Fig. 1: signal wires on met3
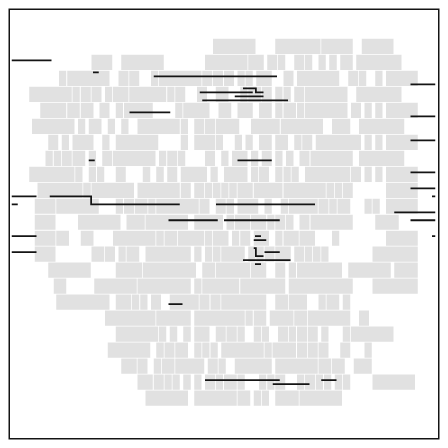
Fig. 2: signal metal coverage by tile
Scale bar: 20 um. The die is cut into 15 by 15 equal tiles; white is low, dark blue is high, scaled to the fullest tile. Values are wire area over tile area, all layers added.
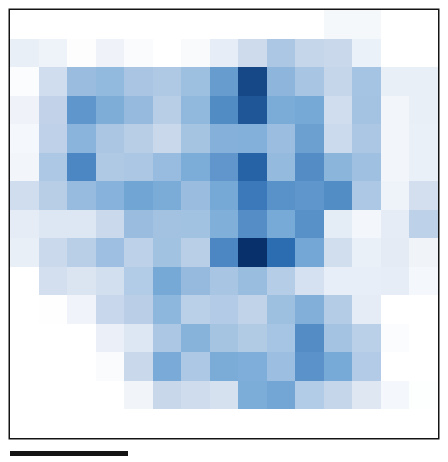
Fig. 3: close-up of the layout
Region (16, 16) to (56, 56) um. Cells in grey, sequential cells in the stronger grey; small squares are vias.
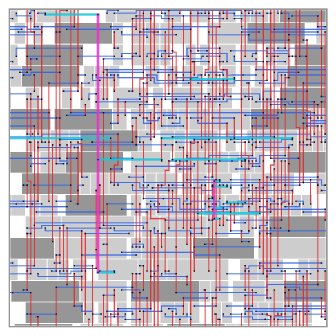
Fig. 4: clock network drawn from the DEF
Scale bar: 20 um.
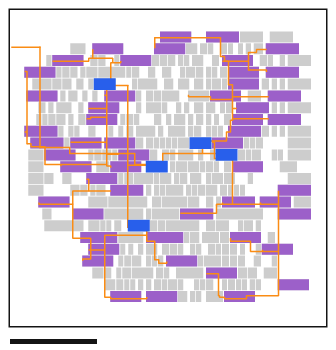
[src/rtl/ps2_rx.sv]
// PS/2 device-to-host receiver: line sync, clock glitch filter, 11-bit deframer, timeout.
// Optional macro PS2_RX_PARITY_EN enables odd-parity checking of received frames.
module ps2_rx #(
    parameter int unsigned FILTER_LEN     = 8,
    parameter int unsigned TIMEOUT_CYCLES = 5000
) (
    input  logic       i_clk,
    input  logic       i_rst,
    input  logic       i_ps2_clk,
    input  logic       i_ps2_data,
    input  logic       i_spa,
    output logic [7:0] o_dap,
    output logic       o_cap,
    output logic       o_err,
    output logic       o_busy
);

    localparam int unsigned FC_W = 8;
    localparam int unsigned TO_W = $clog2(TIMEOUT_CYCLES + 1);
    localparam int unsigned BC_W = 3;
`ifdef PS2_RX_PARITY_EN
    localparam logic PARITY_CHECK = 1'b1;
`else
    localparam logic PARITY_CHECK = 1'b0;
`endif

    typedef enum logic [1:0] {
        S_IDLE,
        S_DATA,
        S_PARITY,
        S_STOP
    } state_t;

    logic            r_clk_s1, r_clk_s2;
    logic            r_dat_s1, r_dat_s2;
    logic [FC_W-1:0] r_filt_cnt;
    logic            r_clk_filt;
    logic            r_filt_prev;
    logic            r_fall;
    logic            r_fall_dat;

    state_t          r_state;
    logic [BC_W-1:0] r_bitcnt;
    logic [7:0]      r_shift;
    logic            r_par;
    logic [TO_W-1:0] r_to_cnt;

    state_t          w_state_nx;
    logic [BC_W-1:0] w_bitcnt_nx;
    logic [7:0]      w_shift_nx;
    logic            w_par_nx;
    logic [TO_W-1:0] w_to_cnt_nx;
    logic [7:0]      w_dap_nx;
    logic            w_cap_nx;
    logic            w_err_nx;
    logic            w_timeout;
    logic            w_par_ok;
    logic            w_valid;

    // Two-flop synchronizers, glitch filter and registered falling-edge strobe.
    always_ff @(posedge i_clk) begin
        if (i_rst) begin
            r_clk_s1    <= 1'b1;
            r_clk_s2    <= 1'b1;
            r_dat_s1    <= 1'b1;
            r_dat_s2    <= 1'b1;
            r_filt_cnt  <= '0;
            r_clk_filt  <= 1'b1;
            r_filt_prev <= 1'b1;
            r_fall      <= 1'b0;
            r_fall_dat  <= 1'b1;
        end else begin
            r_clk_s1    <= i_ps2_clk;
            r_clk_s2    <= r_clk_s1;
            r_dat_s1    <= i_ps2_data;
            r_dat_s2    <= r_dat_s1;
            r_filt_prev <= r_clk_filt;
            r_fall      <= r_filt_prev & ~r_clk_filt;
            r_fall_dat  <= r_dat_s2;
            if (r_clk_s2 == r_clk_filt) begin
                r_filt_cnt <= '0;
            end else if (r_filt_cnt == FC_W'(FILTER_LEN - 1)) begin
                r_filt_cnt <= '0;
                r_clk_filt <= r_clk_s2;
            end else begin
                r_filt_cnt <= r_filt_cnt + FC_W'(1);
            end
        end
    end

    // Frame state and registered outputs.
    always_ff @(posedge i_clk) begin
        if (i_rst) begin
            r_state  <= S_IDLE;
            r_bitcnt <= '0;
            r_shift  <= '0;
            r_par    <= 1'b0;
            r_to_cnt <= '0;
            o_dap    <= '0;
            o_cap    <= 1'b0;
            o_err    <= 1'b0;
            o_busy   <= 1'b0;
        end else begin
            r_state  <= w_state_nx;
            r_bitcnt <= w_bitcnt_nx;
            r_shift  <= w_shift_nx;
            r_par    <= w_par_nx;
            r_to_cnt <= w_to_cnt_nx;
            o_dap    <= w_dap_nx;
            o_cap    <= w_cap_nx;
            o_err    <= w_err_nx;
            o_busy   <= (w_state_nx != S_IDLE);
        end
    end

    // An edge in the same cycle as expiry wins, so expiry is masked by r_fall.
    assign w_timeout = (r_state != S_IDLE) && !r_fall &&
                       (r_to_cnt == TO_W'(TIMEOUT_CYCLES));
    assign w_par_ok  = ^{r_shift, r_par};
    assign w_valid   = r_fall_dat & (w_par_ok | ~PARITY_CHECK);

    // Next-state and output decode.
    always_comb begin
        w_state_nx  = r_state;
        w_bitcnt_nx = r_bitcnt;
        w_shift_nx  = r_shift;
        w_par_nx    = r_par;
        w_to_cnt_nx = r_to_cnt;
        w_dap_nx    = o_dap;
        w_cap_nx    = 1'b0;
        w_err_nx    = 1'b0;

        if (r_fall || (r_state == S_IDLE)) begin
            w_to_cnt_nx = '0;
        end else if (r_to_cnt != TO_W'(TIMEOUT_CYCLES)) begin
            w_to_cnt_nx = r_to_cnt + TO_W'(1);
        end

        if (r_fall) begin
            case (r_state)
                S_IDLE: begin
                    if (!r_fall_dat) begin
                        w_state_nx  = S_DATA;
                        w_bitcnt_nx = '0;
                        w_shift_nx  = '0;
                    end
                end
                S_DATA: begin
                    w_shift_nx[r_bitcnt] = r_fall_dat;
                    if (r_bitcnt == BC_W'(7)) begin
                        w_state_nx = S_PARITY;
                    end else begin
                        w_bitcnt_nx = r_bitcnt + BC_W'(1);
                    end
                end
                S_PARITY: begin
                    w_par_nx   = r_fall_dat;
                    w_state_nx = S_STOP;
                end
                S_STOP: begin
                    w_state_nx = S_IDLE;
                    if (!w_valid) begin
                        w_err_nx = 1'b1;
                    end else if (i_spa) begin
                        w_dap_nx = r_shift;
                        w_cap_nx = 1'b1;
                    end
                end
                default: w_state_nx = S_IDLE;
            endcase
        end else if (w_timeout) begin
            w_state_nx  = S_IDLE;
            w_bitcnt_nx = '0;
            w_shift_nx  = '0;
            w_err_nx    = 1'b1;
        end
    end

endmodule
[config.mk]
export PLATFORM = sky130hd
export DESIGN_NAME = ps2_rx
export DESIGN_NICKNAME = d
export VERILOG_FILES = /design/src/rtl/ps2_rx.sv
export SDC_FILE = /design/constraint.sdc
export NUM_CORES = 1
export LEC_CHECK = 0
export ABC_AREA = 1
export CORE_MARGIN = 3
export CORE_UTILIZATION = 52
export CTS_BUF_LIST = sky130_fd_sc_hd__clkbuf_8 sky130_fd_sc_hd__clkbuf_16
export CTS_CLUSTER_SIZE = 24
export DETAILED_ROUTE_END_ITERATION = 10
export GPL_TIMING_DRIVEN = 0
export PLACE_DENSITY = 0.83
export SETUP_SLACK_MARGIN = 0.4
export SLEW_MARGIN = 20
export SYNTH_ARGS = -nofsm -noshare
export SYNTH_HDL_FRONTEND = slang
export SYNTH_SLANG_ARGS = --single-unit
export TNS_END_PERCENT = 1
[constraint.sdc]
create_clock -name i_clk -period 1.44 [get_ports i_clk]
set_clock_uncertainty 0.1 [all_clocks]
set_input_delay 0.144 -clock i_clk [delete_from_list [all_inputs] [get_ports i_clk]]
set_output_delay 0.144 -clock i_clk [all_outputs]
set_load 0.05 [all_outputs]
==> flow_summary.ini <==
; implementation run metrics
[run_status]
status = finished, violations left
failed_checks = setup timing

[logic_synthesis]
synth.mux.area_fraction_pct = 0
synthesis.yosys.warnings = 0
synth-main-ff-cell = sky130_fd_sc_hd__dfxtp_1
synth_flops = 53
synth_async_sr_flop_share_pct = 0
ys_sh_xor_pct = 0.377
synth.top_cells.by_area = sky130_fd_sc_hd__dfxtp_1, sky130_fd_sc_hd__nand2_1, sky130_fd_sc_hd__a21oi_1
synthMostInstantiatedCell = sky130_fd_sc_hd__nand2_1
syn_inst = 314
synth_area_leader_cell = sky130_fd_sc_hd__dfxtp_1
synth.net_count = 324
synth_simple_gate_area_share_pct = 30.5
yosys_area_um2 = 2320
logic_family = simple AND/OR/NAND/NOR gates
synth.cell_area_um2 = 2320

[final_timing]
period_used_pct = 111
timing.setup.tns_ps = -2140
setup_viol = 22
max-slew-margin-rel_pct = 66.0
report.final.slew_viol_count = 0
setup_slack_ps = -164

[setup_path]
worstSetupStartpointType = flip-flop
worst_path_dominant_cell_family = buffers and inverters
crit_type = reg -> reg
timing.critical_path.arrival_ps = 1720
slowest_delay_ps = 380
timing.critical_path.to_type = flip-flop

[placed_design]
dp_hpwl_um = 3080

[grt]
grt_max_degree = 17
globalRouteMet1Util_pct = 23.9
overflow = 0
grt_first_pass_wirelength_um = 7650
grt_util_met3_pct = 3.31
grt_antenna_before_repair = 0

[route]
drt_iter0_drc = 181
antenna_viol_nets_final = 0
route.top_layer_used = met4
post_drt_via_cell_ratio = 5.33
m1WireLength_um = 2180
firstDrtPassIters = 4
drc = 0

[cells_and_area]
clockBufferCount = 6
ff_latch_area_um2 = 1090
bufAreaShareNonClock_pct = 10.8
antennaDiodeCount = 0
postLayoutCellArea_um2 = 2990
areaGrowthSynthToFinish_pct = 28.7
combinational_gate_count = 212
multiInputGateArea_um2 = 1240
post_route_cells_drive_above_1_share_pct = 29.6

[power_and_ir_drop]
finalPower_mw = 2.54
power-top-group = registers
cell_internal_pwr_mw = 2.05
share_comb_of_total_power_pct = 2.0
power_density_nw_per_um2 = 851
combinationalPower_mw = 0.0497

[clock_network]
cts_num_sinks = 53
numCtsBuffers = 5
htree_levels = 2

[flow_run]
log.warning_count = 30

[hold_path]
hp-class = in -> reg
number_of_cells_on_the_worst_hold_path = 2

[floorplan]
die_height_um = 72.8
About Fig. 1:
share of all routed wire: 4.4%
longest straight run: 20.7 um
wire length on this layer: 211 um
main direction: horizontal
detailed-route wire length: 4830 um
total number of vias: 2105

About Fig. 2:
tiles over half the peak: 13%
emptiest ninth of the die: bottom left
mean over tiles: 0.14
fullest tile: 0.58
densest ninth of the die: middle
nearly empty tiles: 23%
aggregate global-route resource usage: 18.0%
average wire length per cell after detail routing: 12.2 um

About Fig. 3:
| colour | layer |
|---|---|
| red | M2 |
| magenta | M4 |
| cyan | M3 |
| blue | M1 |
cells with their middle in the window: 176
sequential cells in the window: 23
netlist names of flops here include: r_to_cnt (5), r_shift (4), o_dap (2)
most frequent: nand2_1 (35), inv_1 (19), dfxtp_1 (16)

About Fig. 4:
[purple] flip-flops | count: 53
[orange] clock wires | length: 545 um
[blue] clock-net drivers | count: 5
routed clock nets: 6
flops lie: all over the die
Clk pwr share: 40.3%
clk pwr: 1.02 mW
clock latency on the worst-skew pair: 300 ps

## path summary, 6_finish.rpt
| check | slack (ps) | end |
|---|---|---|
| worst max-delay path | -160 | o_err$_SDFF_PP0_ |
| worst min-delay path | 300 | r_clk_s1$_SDFF_PP1_ |
| worst max register to register | -160 | o_err$_SDFF_PP0_ |
| worst min register to register | 310 | r_fall$_SDFF_PP0_ |
## registers in the layout, summed over array words and instances, names as in the netlist
signal	flops
r_shift	8
r_filt_prev	1
r_clk_s2	1
r_state	2
r_bitcnt	3
r_clk_s1	1
o_err	1
o_busy	1
r_dat_s1	1
o_cap	1
o_dap	8
r_clk_filt	1
r_dat_s2	1
r_fall	1
r_fall_dat	1
r_to_cnt	13
r_filt_cnt	8
Power is estimated from default activity; no workload was simulated.
